## src/rtl/seq_calc_pkg.sv

```systemverilog
// Shared constants for the sequential calculator: op codes, FSM state codes,
// display BCD codes and the 7-segment decoder.
package seq_calc_pkg;

    localparam logic [1:0] OP_ADD = 2'b00;
    localparam logic [1:0] OP_SUB = 2'b01;
    localparam logic [1:0] OP_MUL = 2'b10;
    localparam logic [1:0] OP_DIV = 2'b11;

    localparam logic [1:0] ST_IDLE = 2'd0;
    localparam logic [1:0] ST_CALC = 2'd1;
    localparam logic [1:0] ST_HOLD = 2'd2;

    localparam logic [3:0] BCD_BLANK = 4'hF;
    localparam logic [3:0] BCD_DASH  = 4'hE;

    // Active-low segments, bit order {g,f,e,d,c,b,a}.
    function automatic logic [6:0] seg7(input logic [3:0] bcd);
        case (bcd)
            4'd0:     return 7'b1000000;
            4'd1:     return 7'b1111001;
            4'd2:     return 7'b0100100;
            4'd3:     return 7'b0110000;
            4'd4:     return 7'b0011001;
            4'd5:     return 7'b0010010;
            4'd6:     return 7'b0000010;
            4'd7:     return 7'b1111000;
            4'd8:     return 7'b0000000;
            4'd9:     return 7'b0010000;
            BCD_DASH: return 7'b0111111;
            default:  return 7'b1111111;
        endcase
    endfunction

endpackage

```

## src/rtl/seq_calc_if.sv

```systemverilog
// Request/result bundle between the calculator and its user.
interface seq_calc_if #(
    parameter int unsigned WIDTH  = 6,
    parameter int unsigned N_SEGS = 8
);
    logic                      start;
    logic signed [WIDTH-1:0]   a;
    logic signed [WIDTH-1:0]   b;
    logic [2:0]                func;
    logic signed [2*WIDTH-1:0] out;
    logic [7*N_SEGS-1:0]       segs;
    logic                      busy;
    logic                      done;
    logic                      err;

    modport master (output start, a, b, func, input out, segs, busy, done, err);
    modport slave (input start, a, b, func, output out, segs, busy, done, err);
endinterface

```

## src/rtl/seq_muldiv.sv

```systemverilog
// Bit-serial magnitude multiplier and, with SEQ_CALC_DIV_EN defined, restoring divider.
// WIDTH iterations, then one cycle where the signed result is presented with valid.
module seq_muldiv
    import seq_calc_pkg::*;
#(
    parameter int unsigned WIDTH = 6
) (
    input  logic                      clk,
    input  logic                      rst_n,
    input  logic                      start,
    input  logic [1:0]                op,
    input  logic signed [WIDTH-1:0]   a,
    input  logic signed [WIDTH-1:0]   b,
    output logic signed [2*WIDTH-1:0] result,
    output logic                      dbz,
    output logic                      valid
);
    localparam int unsigned CW = $clog2(WIDTH + 1);
    localparam logic [CW-1:0] LAST = CW'(WIDTH);

    logic                 run_q, run_d, neg_q, neg_d;
    logic [CW-1:0]        cnt_q, cnt_d;
    logic [2*WIDTH-1:0]   acc_q, acc_d, opa_q, opa_d, mag_r;
    logic [WIDTH-1:0]     opb_q, opb_d, mag_a, mag_b;

    assign mag_a = a[WIDTH-1] ? WIDTH'(-a) : WIDTH'(a);
    assign mag_b = b[WIDTH-1] ? WIDTH'(-b) : WIDTH'(b);
    assign valid = run_q && (cnt_q == LAST);

`ifdef SEQ_CALC_DIV_EN
    logic           div_q, div_d;
    logic [WIDTH:0] rem_sh;

    assign mag_r = div_q ? {{WIDTH{1'b0}}, opb_q} : acc_q;
    assign dbz   = div_q && (opa_q[WIDTH-1:0] == '0);
`else
    logic unused_op;

    assign unused_op = ^op;
    assign mag_r     = acc_q;
    assign dbz       = 1'b0;
`endif

    assign result = dbz ? '0 : (neg_q ? $signed(-mag_r) : $signed(mag_r));

    // Mul: acc += multiplicand (opa) per set multiplier bit (opb).
    // Div: acc holds the partial remainder, opa the divisor, opb dividend -> quotient.
    always_comb begin
        run_d = run_q;
        neg_d = neg_q;
        cnt_d = cnt_q;
        acc_d = acc_q;
        opa_d = opa_q;
        opb_d = opb_q;
`ifdef SEQ_CALC_DIV_EN
        div_d  = div_q;
        rem_sh = '0;
`endif
        if (start) begin
            run_d = 1'b1;
            cnt_d = '0;
            acc_d = '0;
            neg_d = a[WIDTH-1] ^ b[WIDTH-1];
            opa_d = {{WIDTH{1'b0}}, mag_a};
            opb_d = mag_b;
`ifdef SEQ_CALC_DIV_EN
            div_d = (op == OP_DIV);
            if (op == OP_DIV) begin
                opa_d = {{WIDTH{1'b0}}, mag_b};
                opb_d = mag_a;
            end
`endif
        end else if (valid) begin
            run_d = 1'b0;
        end else if (run_q) begin
            cnt_d = cnt_q + 1'b1;
`ifdef SEQ_CALC_DIV_EN
            if (div_q) begin
                rem_sh = {acc_q[WIDTH-1:0], opb_q[WIDTH-1]};
                if (rem_sh >= {1'b0, opa_q[WIDTH-1:0]}) begin
                    acc_d = (2*WIDTH)'(rem_sh - {1'b0, opa_q[WIDTH-1:0]});
                    opb_d = {opb_q[WIDTH-2:0], 1'b1};
                end else begin
                    acc_d = (2*WIDTH)'(rem_sh);
                    opb_d = {opb_q[WIDTH-2:0], 1'b0};
                end
            end else begin
                if (opb_q[0]) acc_d = acc_q + opa_q;
                opa_d = opa_q << 1;
                opb_d = opb_q >> 1;
            end
`else
            if (opb_q[0]) acc_d = acc_q + opa_q;
            opa_d = opa_q << 1;
            opb_d = opb_q >> 1;
`endif
        end
    end

    always_ff @(posedge clk or negedge rst_n) begin
        if (!rst_n) begin
            run_q <= 1'b0;
            neg_q <= 1'b0;
            cnt_q <= '0;
            acc_q <= '0;
            opa_q <= '0;
            opb_q <= '0;
`ifdef SEQ_CALC_DIV_EN
            div_q <= 1'b0;
`endif
        end else begin
            run_q <= run_d;
            neg_q <= neg_d;
            cnt_q <= cnt_d;
            acc_q <= acc_d;
            opa_q <= opa_d;
            opb_q <= opb_d;
`ifdef SEQ_CALC_DIV_EN
            div_q <= div_d;
`endif
        end
    end

endmodule

```

## src/rtl/seq_calc_top.sv

```systemverilog
// Sequential add/sub/mul/div calculator with 7-segment display output.
// Division is only built with SEQ_CALC_DIV_EN defined; otherwise op 11 reports an error.
module seq_calc_top
    import seq_calc_pkg::*;
#(
    parameter int unsigned WIDTH  = 6,
    parameter int unsigned N_SEGS = 8,
    parameter int unsigned DIGITS = 4
) (
    input logic       clk,
    input logic       rst_n,
    seq_calc_if.slave bus
);
    localparam int unsigned OW = 2 * WIDTH;

    logic [1:0]              state_q, state_d, op_q, op_d;
    logic signed [WIDTH-1:0] a_q, a_d, b_q, b_d;
    logic signed [OW-1:0]    out_q, out_d, md_result;
    logic                    err_q, err_d, done_q, done_d, fin;
    logic                    accept, md_start, md_dbz, md_valid;
    logic [3:0]              hex [N_SEGS];
    logic [11:0]             a_bcd, b_bcd;
    logic [4*DIGITS+3:0]     r_bcd;
    logic [7*N_SEGS-1:0]     segs;

    function automatic logic [11:0] operand_bcd(input logic signed [WIDTH-1:0] v);
        logic [WIDTH-1:0] mag;
        mag = v[WIDTH-1] ? WIDTH'(-v) : WIDTH'(v);
        return {v[WIDTH-1] ? BCD_DASH : BCD_BLANK, 4'(mag / WIDTH'(10)), 4'(mag % WIDTH'(10))};
    endfunction

    function automatic logic [4*DIGITS+3:0] result_bcd(input logic signed [OW-1:0] v);
        logic [OW-1:0]       mag;
        logic [4*DIGITS+3:0] r;
        mag = v[OW-1] ? OW'(-v) : OW'(v);
        r[4*DIGITS +: 4] = v[OW-1] ? BCD_DASH : BCD_BLANK;
        for (int i = 0; i < DIGITS; i++) begin
            r[4*i +: 4] = 4'(mag % OW'(10));
            mag = mag / OW'(10);
        end
        return r;
    endfunction

    assign accept = bus.start && (state_q != ST_CALC);
`ifdef SEQ_CALC_DIV_EN
    assign md_start = accept && bus.func[1];
`else
    logic unused_dbz;

    assign unused_dbz = md_dbz;
    assign md_start   = accept && (bus.func[1:0] == OP_MUL);
`endif

    seq_muldiv #(
        .WIDTH (WIDTH)
    ) u_muldiv (
        .clk    (clk),
        .rst_n  (rst_n),
        .start  (md_start),
        .op     (bus.func[1:0]),
        .a      (bus.a),
        .b      (bus.b),
        .result (md_result),
        .dbz    (md_dbz),
        .valid  (md_valid)
    );

    always_comb begin
        state_d = state_q;
        op_d    = op_q;
        a_d     = a_q;
        b_d     = b_q;
        out_d   = out_q;
        err_d   = err_q;
        done_d  = 1'b0;
        fin     = 1'b0;
        if (accept) begin
            state_d = ST_CALC;
            op_d    = bus.func[1:0];
            a_d     = bus.a;
            b_d     = bus.b;
            err_d   = 1'b0;
        end else if (state_q == ST_CALC) begin
            case (op_q)
                OP_ADD: begin
                    out_d = OW'(a_q) + OW'(b_q);
                    fin   = 1'b1;
                end
                OP_SUB: begin
                    out_d = OW'(a_q) - OW'(b_q);
                    fin   = 1'b1;
                end
                OP_MUL: begin
                    out_d = md_valid ? md_result : out_q;
                    fin   = md_valid;
                end
                default: begin
`ifdef SEQ_CALC_DIV_EN
                    out_d = md_valid ? md_result : out_q;
                    err_d = md_valid ? md_dbz : err_q;
                    fin   = md_valid;
`else
                    out_d = '0;
                    err_d = 1'b1;
                    fin   = 1'b1;
`endif
                end
            endcase
            if (fin) begin
                state_d = ST_HOLD;
                done_d  = 1'b1;
            end
        end
    end

    always_ff @(posedge clk or negedge rst_n) begin
        if (!rst_n) begin
            state_q <= ST_IDLE;
            op_q    <= OP_ADD;
            a_q     <= '0;
            b_q     <= '0;
            out_q   <= '0;
            err_q   <= 1'b0;
            done_q  <= 1'b0;
        end else begin
            state_q <= state_d;
            op_q    <= op_d;
            a_q     <= a_d;
            b_q     <= b_d;
            out_q   <= out_d;
            err_q   <= err_d;
            done_q  <= done_d;
        end
    end

    // Display: func[2] picks the live operands, otherwise the registered result.
    always_comb begin
        a_bcd = operand_bcd(bus.a);
        b_bcd = operand_bcd(bus.b);
        r_bcd = result_bcd(out_q);
        for (int i = 0; i < N_SEGS; i++) hex[i] = BCD_BLANK;
        if (bus.func[2]) begin
            {hex[6], hex[5], hex[4]} = a_bcd;
            {hex[2], hex[1], hex[0]} = b_bcd;
        end else begin
            for (int i = 0; i <= DIGITS; i++) hex[i] = r_bcd[4*i +: 4];
        end
        for (int i = 0; i < N_SEGS; i++) segs[7*i +: 7] = seg7(hex[i]);
    end

    assign bus.segs = segs;
    assign bus.out  = out_q;
    assign bus.busy = (state_q == ST_CALC);
    assign bus.done = done_q;
    assign bus.err  = err_q;

endmodule

```

## src/flat_wrapper.sv

```systemverilog
// flat-port wrapper written by rule: the top's interface ports become plain ports
module seq_calc_top_flat import seq_calc_pkg::*;
#(
    parameter int unsigned WIDTH  = 6,
    parameter int unsigned N_SEGS = 8,
    parameter int unsigned DIGITS = 4
)
  (clk, rst_n, bus_start, bus_a, bus_b, bus_func, bus_out, bus_segs, bus_busy, bus_done, bus_err);
  seq_calc_if #(.WIDTH(WIDTH), .N_SEGS(N_SEGS)) bus_i ();
  input logic clk;
  input logic rst_n;
  input wire logic [$bits(bus_i.start)-1:0] bus_start;
  input wire logic [$bits(bus_i.a)-1:0] bus_a;
  input wire logic [$bits(bus_i.b)-1:0] bus_b;
  input wire logic [$bits(bus_i.func)-1:0] bus_func;
  output wire logic [$bits(bus_i.out)-1:0] bus_out;
  output wire logic [$bits(bus_i.segs)-1:0] bus_segs;
  output wire logic [$bits(bus_i.busy)-1:0] bus_busy;
  output wire logic [$bits(bus_i.done)-1:0] bus_done;
  output wire logic [$bits(bus_i.err)-1:0] bus_err;
  assign bus_i.start = bus_start;
  assign bus_i.a = bus_a;
  assign bus_i.b = bus_b;
  assign bus_i.func = bus_func;
  assign bus_out = bus_i.out;
  assign bus_segs = bus_i.segs;
  assign bus_busy = bus_i.busy;
  assign bus_done = bus_i.done;
  assign bus_err = bus_i.err;
  seq_calc_top #(.WIDTH(WIDTH), .N_SEGS(N_SEGS), .DIGITS(DIGITS)) u_core (.clk(clk), .rst_n(rst_n), .bus(bus_i));
endmodule
```

## config.mk

```make
export PLATFORM = sky130hd
export DESIGN_NAME = seq_calc_top_flat
export DESIGN_NICKNAME = d
export VERILOG_FILES = /design/src/rtl/seq_calc_pkg.sv /design/src/rtl/seq_calc_if.sv /design/src/rtl/seq_muldiv.sv /design/src/rtl/seq_calc_top.sv /design/src/flat_wrapper.sv
export SDC_FILE = /design/constraint.sdc
export NUM_CORES = 1
export LEC_CHECK = 0
export ABC_CLOCK_PERIOD_IN_PS = 24700
export CAP_MARGIN = 20
export CORE_MARGIN = 1.5
export CORE_UTILIZATION = 45
export CTS_CLUSTER_DIAMETER = 150
export CTS_CLUSTER_SIZE = 28
export DETAILED_ROUTE_END_ITERATION = 10
export GPL_ROUTABILITY_DRIVEN = 0
export HOLD_SLACK_MARGIN = 0.08
export PLACE_DENSITY_LB_ADDON = 0.12
export SETUP_SLACK_MARGIN = 0.02
export SLEW_MARGIN = 10
export SYNTH_ARGS = -nofsm -noshare
export SYNTH_HDL_FRONTEND = slang
export SYNTH_HIERARCHICAL = 1
export SYNTH_SLANG_ARGS = --single-unit
```

## constraint.sdc

```tcl
create_clock -name clk -period 24.7 [get_ports clk]
set_input_delay 4.94 -clock clk [delete_from_list [all_inputs] [get_ports clk]]
set_output_delay 4.94 -clock clk [all_outputs]
set_load 0.03 [all_outputs]
```

**Placed cells, one colour a class**

The bar under the picture is 50 um long.
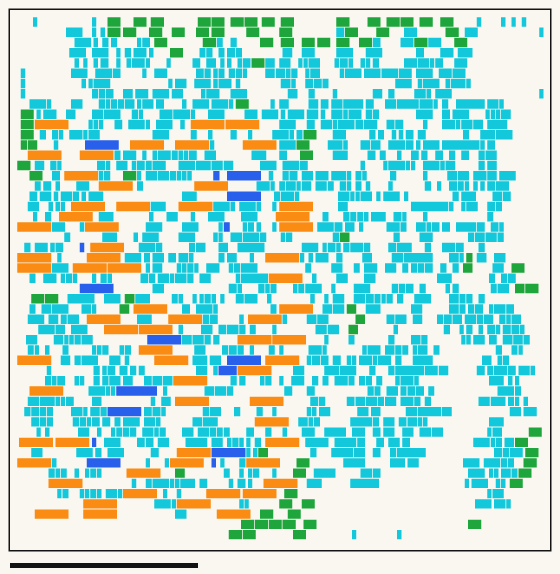
combinational and other logic -> cyan  # cells 1019
clock drivers and dummy loads -> blue  # cells 16
flops -> orange  # cells 65
other buffers and delay cells -> green  # cells 87

**Clock nets**

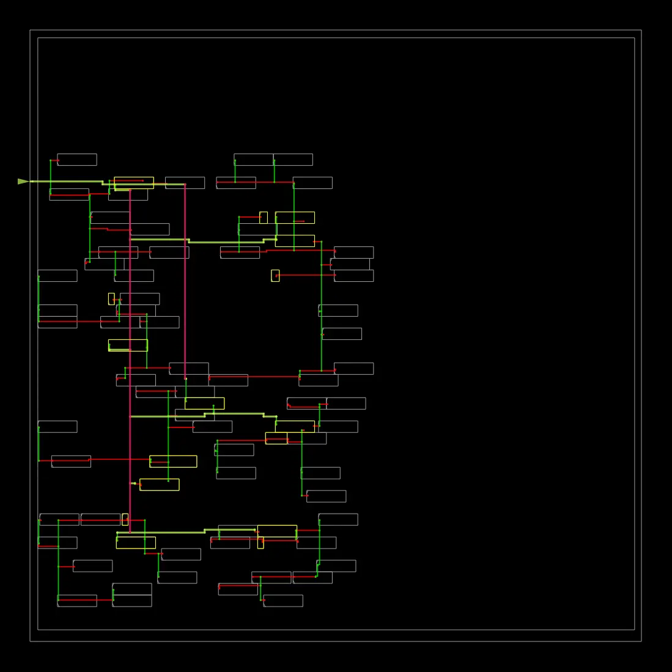
clk sinks: 65
Clock buffer cells: 13
CTS Buf Count: 9

**Power grid**

Pins as bars on the die edge.
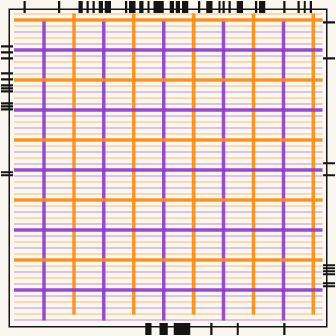
VSS -> purple
VDD -> orange
met5 straps = 10
rows = 51
met4 straps = 10
signal pins = 89
Die Height: 143 um
Die X: 143 um

**Metal layers overlaid**

Two of the layers only.
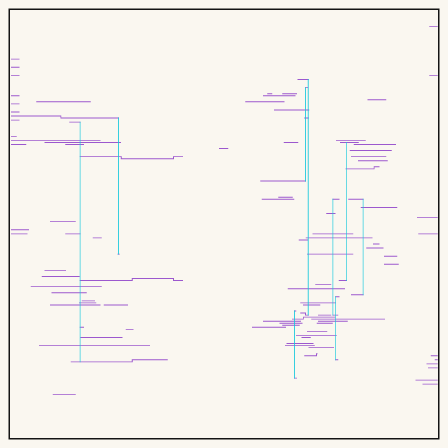
metal 4 -> cyan  # wire length 396 um
metal 3 -> purple  # wire length 924 um
GRT Util Overall: 0.220
Via Count: 8223

==> results.cfg <==
; synthesis and place-and-route metrics
[drt]
topRoutingLayerUsed = met4
wl_met1_um = 10400
drt_first_pass_iters = 5
viasPerCell = 5.66
wl_um = 22200
drc = 0
route.met2.wl_um = 10500
wl_met3_um = 923

[timing]
finalSetupTns_ns = 0
tightest_slew_ns = 0.875
slew_headroom = 0.410
hold_viol = 0
fin_skew_ns = 0.00428
post-route-period-util = 0.636

[placement]
preCtsSetupSlack_ns = 8.75

[cts]
cts_tree = done
root_buffer = clkbuf_16
post_cts_resized = 0

[worst_setup_path]
critical_path_depth = 20
r2r_end = u_core/bus.out[9]
cp_slowest_cell = clkdlybuf4s50_1
r2r_slack_ns = 22.02
crit_family = simple AND/OR/NAND/NOR gates
end_kind = output port
slowest_delay_ns = 0.70

[global_route]
grt_first_pass_wirelength_um = 36900
grt_use_met2 = 0.371

[synthesis]
avgSynthCellArea_um2 = 7.77

[layout]
nFlopsAndLatches = 65
drive_gt1_frac = 0.0876
design_area_mm2 = 0.00999
regArea_mm2 = 0.00163
buf_share = 0.0834
final_nets = 1281
diodes = 0
final_util = 0.515
stdcell_count = 1452
combGateArea_mm2 = 0.00664

[min_path]
worst_hold_path_type = reg -> reg
min_path_cells = 2

[floorplanning]
coreArea_mm2 = 0.0194
chipArea_mm2 = 0.0205
ios = 89

[run]
max_cap_viol_count = 0

[status]
status = complete, no violations
